**src/rtl/count_sweep_ctrl_if.sv**
```systemverilog
// Host and counter-side signals of the sweep sequencer.
// The master side is the host/counter environment; the slave side is the controller.
interface count_sweep_ctrl_if #(
  parameter int WIDTH   = 16,
  parameter int SWEEP_W = 8
);
  logic               start;
  logic               abort;
  logic [WIDTH-1:0]   lo_lim;
  logic [WIDTH-1:0]   hi_lim;
  logic [SWEEP_W-1:0] num_sweeps;
  logic [WIDTH-1:0]   cnt_value;
  logic               cnt_up_down;
  logic               busy;
  logic               done;
  logic               cfg_err;
  logic [SWEEP_W-1:0] sweep_cnt;

  modport master (
    output start, abort, lo_lim, hi_lim, num_sweeps, cnt_value,
    input  cnt_up_down, busy, done, cfg_err, sweep_cnt
  );

  modport slave (
    input  start, abort, lo_lim, hi_lim, num_sweeps, cnt_value,
    output cnt_up_down, busy, done, cfg_err, sweep_cnt
  );
endinterface

```
**src/rtl/count_sweep_ctrl.sv**
```systemverilog
// Sweep sequencer for a free-running up/down counter: bounces count_out between
// latched limits a programmed number of times, then parks and dithers in IDLE.
module count_sweep_ctrl #(
  parameter int WIDTH   = 16,
  parameter int SWEEP_W = 8
) (
  input  logic              clk,
  input  logic              rst,
  count_sweep_ctrl_if.slave bus
);

  typedef enum logic [2:0] {IDLE, SEEK, UP, DOWN, DONE} state_t;

  state_t             state;
  logic [WIDTH-1:0]   lo_q;
  logic [WIDTH-1:0]   hi_q;
  logic [SWEEP_W-1:0] num_q;
  logic [SWEEP_W-1:0] sweep_q;
  logic               tgl;
  logic               busy_q;
  logic               done_q;
  logic               cfg_err_q;

  logic               cfg_ok;
  logic [SWEEP_W-1:0] sweep_nxt;
  logic               dir;

  assign cfg_ok    = (bus.lo_lim < bus.hi_lim) && (bus.num_sweeps != '0);
  assign sweep_nxt = sweep_q + 1'b1;

  // Counter samples dir on the same edge as the state update, so dir must be
  // combinational from the current state and count to avoid overshooting a limit.
  always_comb begin
    dir = 1'b0;
    case (state)
      IDLE:    dir = tgl;
      SEEK:    dir = (bus.cnt_value > lo_q);
      UP:      dir = (bus.cnt_value == hi_q);
      DOWN:    dir = (bus.cnt_value != lo_q);
      default: dir = 1'b0;
    endcase
  end

  always_ff @(posedge clk or negedge rst) begin
    if (!rst) begin
      state     <= IDLE;
      lo_q      <= '0;
      hi_q      <= '0;
      num_q     <= '0;
      sweep_q   <= '0;
      tgl       <= 1'b0;
      busy_q    <= 1'b0;
      done_q    <= 1'b0;
      cfg_err_q <= 1'b0;
    end else begin
      done_q    <= 1'b0;
      cfg_err_q <= 1'b0;
      if (busy_q && bus.abort) begin
        state  <= IDLE;
        busy_q <= 1'b0;
        tgl    <= 1'b0;
      end else begin
        case (state)
          IDLE: begin
            tgl <= ~tgl;
            if (bus.start && !bus.abort) begin
              if (cfg_ok) begin
                lo_q    <= bus.lo_lim;
                hi_q    <= bus.hi_lim;
                num_q   <= bus.num_sweeps;
                sweep_q <= '0;
                busy_q  <= 1'b1;
                state   <= SEEK;
              end else begin
                cfg_err_q <= 1'b1;
              end
            end
          end
          SEEK: if (bus.cnt_value == lo_q) state <= UP;
          UP:   if (bus.cnt_value == hi_q) state <= DOWN;
          DOWN: begin
            if (bus.cnt_value == lo_q) begin
              sweep_q <= sweep_nxt;
              if (sweep_nxt == num_q) begin
                state  <= DONE;
                busy_q <= 1'b0;
                done_q <= 1'b1;
              end else begin
                state <= UP;
              end
            end
          end
          DONE: begin
            state <= IDLE;
            tgl   <= 1'b0;
          end
          default: state <= IDLE;
        endcase
      end
    end
  end

  assign bus.cnt_up_down = dir;
  assign bus.busy        = busy_q;
  assign bus.done        = done_q;
  assign bus.cfg_err     = cfg_err_q;
  assign bus.sweep_cnt   = sweep_q;

endmodule

```
**src/flat_wrapper.sv**
```systemverilog
// flat-port wrapper written by rule: the top's interface ports become plain ports
module count_sweep_ctrl_flat 
#(
  parameter int WIDTH   = 16,
  parameter int SWEEP_W = 8
)
  (clk, rst, bus_start, bus_abort, bus_lo_lim, bus_hi_lim, bus_num_sweeps, bus_cnt_value, bus_cnt_up_down, bus_busy, bus_done, bus_cfg_err, bus_sweep_cnt);
  count_sweep_ctrl_if #(.WIDTH(WIDTH), .SWEEP_W(SWEEP_W)) bus_i ();
  input  logic clk;
  input  logic rst;
  input wire logic [$bits(bus_i.start)-1:0] bus_start;
  input wire logic [$bits(bus_i.abort)-1:0] bus_abort;
  input wire logic [$bits(bus_i.lo_lim)-1:0] bus_lo_lim;
  input wire logic [$bits(bus_i.hi_lim)-1:0] bus_hi_lim;
  input wire logic [$bits(bus_i.num_sweeps)-1:0] bus_num_sweeps;
  input wire logic [$bits(bus_i.cnt_value)-1:0] bus_cnt_value;
  output wire logic [$bits(bus_i.cnt_up_down)-1:0] bus_cnt_up_down;
  output wire logic [$bits(bus_i.busy)-1:0] bus_busy;
  output wire logic [$bits(bus_i.done)-1:0] bus_done;
  output wire logic [$bits(bus_i.cfg_err)-1:0] bus_cfg_err;
  output wire logic [$bits(bus_i.sweep_cnt)-1:0] bus_sweep_cnt;
  assign bus_i.start = bus_start;
  assign bus_i.abort = bus_abort;
  assign bus_i.lo_lim = bus_lo_lim;
  assign bus_i.hi_lim = bus_hi_lim;
  assign bus_i.num_sweeps = bus_num_sweeps;
  assign bus_i.cnt_value = bus_cnt_value;
  assign bus_cnt_up_down = bus_i.cnt_up_down;
  assign bus_busy = bus_i.busy;
  assign bus_done = bus_i.done;
  assign bus_cfg_err = bus_i.cfg_err;
  assign bus_sweep_cnt = bus_i.sweep_cnt;
  count_sweep_ctrl #(.WIDTH(WIDTH), .SWEEP_W(SWEEP_W)) u_core (.clk(clk), .rst(rst), .bus(bus_i));
endmodule
```
**config.mk**
```make
export PLATFORM = sky130hd
export DESIGN_NAME = count_sweep_ctrl_flat
export DESIGN_NICKNAME = d
export VERILOG_FILES = /design/src/rtl/count_sweep_ctrl_if.sv /design/src/rtl/count_sweep_ctrl.sv /design/src/flat_wrapper.sv
export SDC_FILE = /design/constraint.sdc
export NUM_CORES = 1
export LEC_CHECK = 0
export ABC_AREA = 1
export CAP_MARGIN = 20
export CORE_ASPECT_RATIO = 0.7
export CORE_MARGIN = 4
export CORE_UTILIZATION = 50
export DETAILED_ROUTE_END_ITERATION = 7
export GPL_TIMING_DRIVEN = 0
export PLACE_DENSITY_LB_ADDON = 0.25
export RECOVER_POWER = 25
export SLEW_MARGIN = 10
export SYNTH_ARGS = -nofsm -noshare
export SYNTH_HDL_FRONTEND = slang
export SYNTH_SLANG_ARGS = --single-unit
```
**constraint.sdc**
```tcl
create_clock -name clk -period 3.14 [get_ports clk]
set_input_delay 0.628 -clock clk [delete_from_list [all_inputs] [get_ports clk]]
set_output_delay 0.628 -clock clk [all_outputs]
set_load 0.01 [all_outputs]
```
==> report_table.html, run 1 <==
<h2>Synthesis and place &amp; route</h2>
<table>
<tr><th>Metric</th><th>Value</th></tr>
<tr><th colspan="2">Synthesis</th></tr>
<tr><td>Largest combinational cell category by area</td><td>simple AND/OR/NAND/NOR gates</td></tr>
<tr><td>Area share of and/or/nand/nor cells after synthesis</td><td>25.0%</td></tr>
<tr><td>Proportion of synthesized flip-flops having asynchronous set or reset</td><td>100%</td></tr>
<tr><td>Top cell type by instance count after synthesis</td><td>sky130_fd_sc_hd__nand2_1</td></tr>
<tr><td>Area of the mapped netlist</td><td>3600 sq um</td></tr>
<tr><td>Most area-consuming cells after synthesis</td><td>sky130_fd_sc_hd__dfrtp_1, sky130_fd_sc_hd__nand2_1, sky130_fd_sc_hd__ha_1</td></tr>
<tr><td>Main flop type</td><td>sky130_fd_sc_hd__dfrtp_1</td></tr>
<tr><td>Number of different library cells in the post-synthesis netlist</td><td>32</td></tr>
<tr><td>Ys Warns</td><td>0</td></tr>
<tr><td>Yosys top cell by area</td><td>sky130_fd_sc_hd__dfrtp_1</td></tr>
<tr><td>Sequential element share of the synthesized area</td><td>between 30% and 40%</td></tr>
<tr><td>Post-Synthesis Cells</td><td>between 400 and 500</td></tr>
<tr><th colspan="2">Critical path</th></tr>
<tr><td>Ordered cell list for the critical path</td><td>clkdlybuf4s50_1 -&gt; ha_1 -&gt; nand4_1 -&gt; nor2_2 -&gt; buf_4 -&gt; nand2_1 -&gt; nand4_1 -&gt; nand2_1 -&gt; o211ai_1 -&gt; buf_2</td></tr>
<tr><td>Critical setup path kind</td><td>in -&gt; out</td></tr>
<tr><td>Worst setup startpoint</td><td>bus_cnt_value[14]</td></tr>
<tr><td>Family with the most delay on the worst path</td><td>buffers and inverters</td></tr>
<tr><td>CP max stage delay</td><td>roughly 0.45 ns</td></tr>
<tr><th colspan="2">Route</th></tr>
<tr><td>Vias after detailed routing</td><td>approximately 3300</td></tr>
<tr><td>Antenna Violating Nets Remaining</td><td>0</td></tr>
<tr><th colspan="2">Finish</th></tr>
<tr><td>Nets</td><td>633</td></tr>
<tr><td>Count of non-CTS inverters in the layout</td><td>68</td></tr>
<tr><td>Combinational Gates</td><td>330</td></tr>
<tr><td>Clock network area share</td><td>about 2.0%</td></tr>
<tr><td>Plain + repair buffers</td><td>between 80 and 90</td></tr>
<tr><td>Share of cell area taken by multi-input logic gates</td><td>between 40% and 50%</td></tr>
<tr><td>Ratio of cells with drive above 1 in the final layout</td><td>9.04%</td></tr>
<tr><td>Final std cells w/o fill</td><td>between 600 and 700</td></tr>
<tr><td>Cell class with the largest area share</td><td>combinational gates</td></tr>
<tr><td>Area taken by flip-flops and latches</td><td>approximately 1400 sq um</td></tr>
<tr><th colspan="2">STA</th></tr>
<tr><td>Post-route minimum period</td><td>about 3 ns</td></tr>
<tr><td>Least-Margin Pin Slew</td><td>between 1 and 1.5 ns</td></tr>
<tr><td>Total Negative Setup Slacks</td><td>0 ns</td></tr>
<tr><td>Total count of max-transition violations in the final report</td><td>0</td></tr>
<tr><td>Min Hold Slack</td><td>between 0.5 and 0.6 ns</td></tr>
<tr><td>Clock skew</td><td>between 0.009 and 0.01 ns</td></tr>
<tr><td>Number of setup violations in the final report</td><td>0</td></tr>
<tr><th colspan="2">Global route</th></tr>
<tr><td>Antenna violations before repair</td><td>0</td></tr>
<tr><td>Largest net degree at the start of global routing</td><td>between 50 and 60</td></tr>
<tr><td>Global route overflow</td><td>0</td></tr>
<tr><th colspan="2">Clocking</th></tr>
<tr><td>Maximum root-to-sink buffer count</td><td>2</td></tr>
<tr><td>Clock latency on the worst-skew pair</td><td>0.32 ns</td></tr>
<tr><td>Maximum level of the CTS H-tree</td><td>2</td></tr>
<tr><td>CTS sink count</td><td>between 50 and 60</td></tr>
<tr><td>Clock-pin slew reported for the worst setup and hold paths after clock tree synthesis</td><td>0.10 ns</td></tr>
<tr><th colspan="2">Hold path</th></tr>
<tr><td>Worst Min Path Start</td><td>u_core.hi_q[1]</td></tr>
<tr><th colspan="2">Die</th></tr>
<tr><td>Tap cell count</td><td>between 90 and 100</td></tr>
<tr><th colspan="2">Place</th></tr>
<tr><td>HPWL after detailed placement</td><td>7170 microns</td></tr>
<tr><td>Placed cell areas</td><td>around 4400 sq um</td></tr>
<tr><td>Final RePlAce weighted congestion</td><td>approximately 0.91</td></tr>
<tr><th colspan="2">Run status</th></tr>
<tr><td>Outcome</td><td>completed</td></tr>
<tr><th colspan="2">Flow run</th></tr>
<tr><td>Max cap viols</td><td>0</td></tr>
</table>
run 1: power breakdown:
part           switching [mW]  internal [mW]  total, mW
logic                   0.835          0.656       1.49
clock network           0.261          0.160      0.422
registers               0.186           1.00       1.19
total                    1.28           1.82       3.10
run 1: metal layers:
layer	up-vias	wire length (microns)	GRT usage, %
met1	1530	4410	31.6
li1	1642	-	-
met3	6	658	3.57
met5	-	0	0
met4	0	54	4.48
met2	99	4140	35.6
run 1: final timing paths:
| path | cells after the start | endpoint |
|---|---|---|
| hold reg to reg | 2 | u_core.hi_q[1] |
| min in group asynchronous | 1 | u_core.lo_q[13] |
| hold / removal | 2 | u_core.hi_q[1] |
| max in group asynchronous | 1 | u_core.hi_q[0] |
| setup reg to reg | 13 | u_core.bus.sweep_cnt[2] |
| setup / recovery | 10 | bus_cnt_up_down |
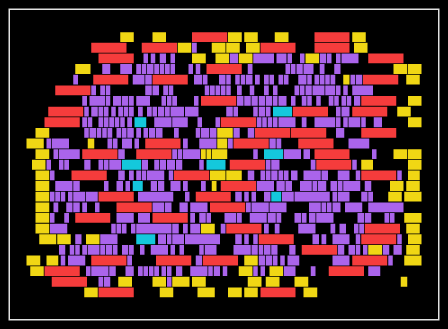
run_1/placement_by_type.png
| color | class | cells | share of their area |
|---|---|---|---|
| purple | combinational and other logic | 398 | 50% |
| yellow | other buffers and delay cells | 81 | 18% |
| red | flops | 55 | 31% |
| cyan | clock drivers and dummy loads | 8 | 2.1% |
post-layout utilization of the core: 66.9%
core region area: 6880 sq um

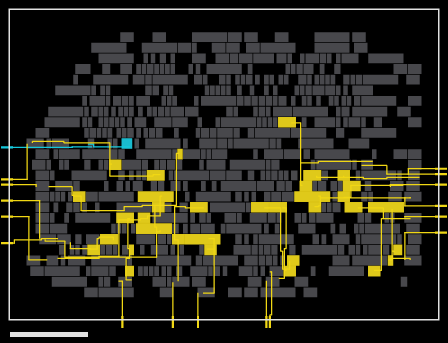
run_1/io_fan.png
The bar under the picture is 20 microns long.
| color | port | bits | direction | end cells | buffers | wire |
|---|---|---|---|---|---|---|
| yellow | bus_cnt_value | 16 | input | 34 | 16 | 671 microns |
| cyan | bus_cnt_up_down | 1 | output | 1 | 1 | 31.9 microns |
total I/O pin count: 72
port bufs: 71

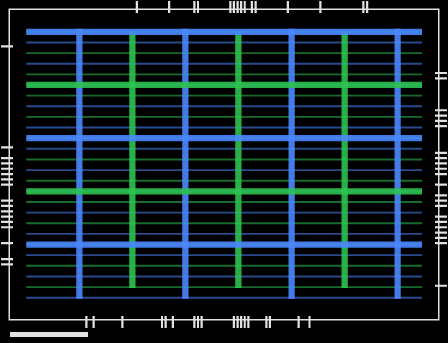
run_1/power_grid.png
The bar under the picture is 20 microns long. Pins as bars on the die edge.
| color | net |
|---|---|
| green | VDD |
| blue | VSS |
signal pins: 72
met1 rails: 26
met5 straps: 5
rows: 25
die boundary height: 79.0 microns
Die Width: 109 microns
worst vdd ir: 0.423 mV

--- run 2 (diff from run 1) ---
--- a/config.mk
+++ b/config.mk
@@ -9,7 +9,8 @@
 export CAP_MARGIN = 20
 export CORE_ASPECT_RATIO = 0.7
 export CORE_MARGIN = 4
-export CORE_UTILIZATION = 50
+export CORE_UTILIZATION = 40
+export CTS_CLUSTER_SIZE = 30
 export DETAILED_ROUTE_END_ITERATION = 7
 export GPL_TIMING_DRIVEN = 0
 export PLACE_DENSITY_LB_ADDON = 0.25
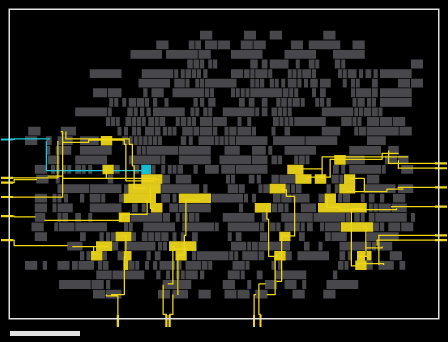
run_2/io_fan.png
The bar under the picture is 20 microns long.
| color | port | bits | direction | end cells | buffers | wire |
|---|---|---|---|---|---|---|
| yellow | bus_cnt_value | 16 | input | 34 | 16 | 700 microns |
| cyan | bus_cnt_up_down | 1 | output | 1 | 1 | 47.9 microns |

==> report_table.html, run 2 <==
<h2>Synthesis and place &amp; route</h2>
<table>
<tr><th>Metric</th><th>Value</th></tr>
<tr><th colspan="2">Run status</th></tr>
<tr><td>Outcome</td><td>completed</td></tr>
<tr><th colspan="2">Place</th></tr>
<tr><td>Port bufs</td><td>71</td></tr>
<tr><td>HPWL after detailed placement</td><td>around 7300 microns</td></tr>
<tr><th colspan="2">Critical path</th></tr>
<tr><td>End of the worst register-to-register path</td><td>u_core.bus.sweep_cnt[7]</td></tr>
<tr><td>R2R depth</td><td>12</td></tr>
<tr><td>Family with the most delay on the worst path</td><td>buffers and inverters</td></tr>
<tr><td>Critical setup path kind</td><td>in -&gt; out</td></tr>
<tr><td>CP max stage delay</td><td>0.46 ns</td></tr>
<tr><td>Ordered cell list for the critical path</td><td>clkdlybuf4s50_1 -&gt; ha_1 -&gt; nand3_1 -&gt; nor2_2 -&gt; nand2_2 -&gt; nand2_1 -&gt; inv_1 -&gt; a21oi_2 -&gt; o211ai_1 -&gt; buf_2</td></tr>
<tr><td>Worst setup startpoint</td><td>bus_cnt_value[9]</td></tr>
<tr><td>CP Depth</td><td>10</td></tr>
<tr><th colspan="2">Global route</th></tr>
<tr><td>Met2 Track Usage GR</td><td>between 20% and 30%</td></tr>
<tr><td>Largest net degree at the start of global routing</td><td>between 50 and 60</td></tr>
<tr><td>Antenna violations before repair</td><td>0</td></tr>
<tr><td>Met3 track utilization from global routing</td><td>4.03%</td></tr>
<tr><th colspan="2">Hold path</th></tr>
<tr><td>Worst hold path depth</td><td>2</td></tr>
<tr><th colspan="2">Route</th></tr>
<tr><td>Met3 Routed Length</td><td>slightly below 600 microns</td></tr>
<tr><td>Top routing layer in use</td><td>met4</td></tr>
<tr><th colspan="2">Die</th></tr>
<tr><td>Core region area</td><td>between 8000 and 9000 sq um</td></tr>
<tr><td>Total I/O pin count</td><td>about 70</td></tr>
<tr><th colspan="2">Synthesis</th></tr>
<tr><td>Area of the mapped netlist</td><td>around 3600 sq um</td></tr>
<tr><td>Number of different library cells in the post-synthesis netlist</td><td>32</td></tr>
<tr><td>Area share of and/or/nand/nor cells after synthesis</td><td>around a quarter</td></tr>
<tr><td>Main flop type</td><td>sky130_fd_sc_hd__dfrtp_1</td></tr>
<tr><td>Proportion of synthesized flip-flops having asynchronous set or reset</td><td>100%</td></tr>
<tr><td>Top cell type by instance count after synthesis</td><td>sky130_fd_sc_hd__nand2_1</td></tr>
<tr><td>Largest combinational cell category by area</td><td>simple AND/OR/NAND/NOR gates</td></tr>
<tr><th colspan="2">Flow run</th></tr>
<tr><td>Max cap viols</td><td>0</td></tr>
<tr><th colspan="2">Pwr</th></tr>
<tr><td>Combinational group share of total power</td><td>around 45%</td></tr>
<tr><td>Power drawn by the sequential cells</td><td>~1.2 mW</td></tr>
<tr><td>Switching pwr</td><td>about 1.3 mW</td></tr>
<tr><td>Combinational power</td><td>1.48 mW</td></tr>
<tr><td>Internal power consumption</td><td>2.06 mW</td></tr>
<tr><td>Switching fraction of total power</td><td>38.3%</td></tr>
<tr><td>Clock network power</td><td>between 600 and 700 uW</td></tr>
<tr><th colspan="2">STA</th></tr>
<tr><td>Total Negative Setup Slacks</td><td>0 ns</td></tr>
<tr><td>Post-route minimum period</td><td>2.97 ns</td></tr>
<tr><th colspan="2">Finish</th></tr>
<tr><td>Final std cells w/o fill</td><td>roughly 660</td></tr>
<tr><td>Ratio of cells with drive above 1 in the final layout</td><td>under 10%</td></tr>
<tr><td>Plain + repair buffers</td><td>roughly 81</td></tr>
<tr><td>Area taken by flip-flops and latches</td><td>1380 sq um</td></tr>
<tr><td>Share of cell area taken by multi-input logic gates</td><td>between 40% and 50%</td></tr>
<tr><td>Count of non-CTS inverters in the layout</td><td>68</td></tr>
<tr><th colspan="2">Clocking</th></tr>
<tr><td>Clock-pin slew reported for the worst setup and hold paths after clock tree synthesis</td><td>0.07 ns</td></tr>
</table>
[run 2: cell types whose count changed in the layout (fill, tap and decap cells not counted)]
| cell | delta |
|---|---|
| sky130_fd_sc_hd__dlymetal6s2s_1 | +3 |
| sky130_fd_sc_hd__inv_6 | -1 |
| sky130_fd_sc_hd__clkinv_2 | +1 |
| sky130_fd_sc_hd__clkbuf_8 | -4 |
| sky130_fd_sc_hd__clkbuf_16 | +5 |
| sky130_fd_sc_hd__clkinvlp_4 | -2 |
| sky130_fd_sc_hd__bufinv_16 | +1 |
| sky130_fd_sc_hd__clkdlybuf4s50_1 | -3 |
Power figures rest on the tool's default switching activity, not on a simulated workload.
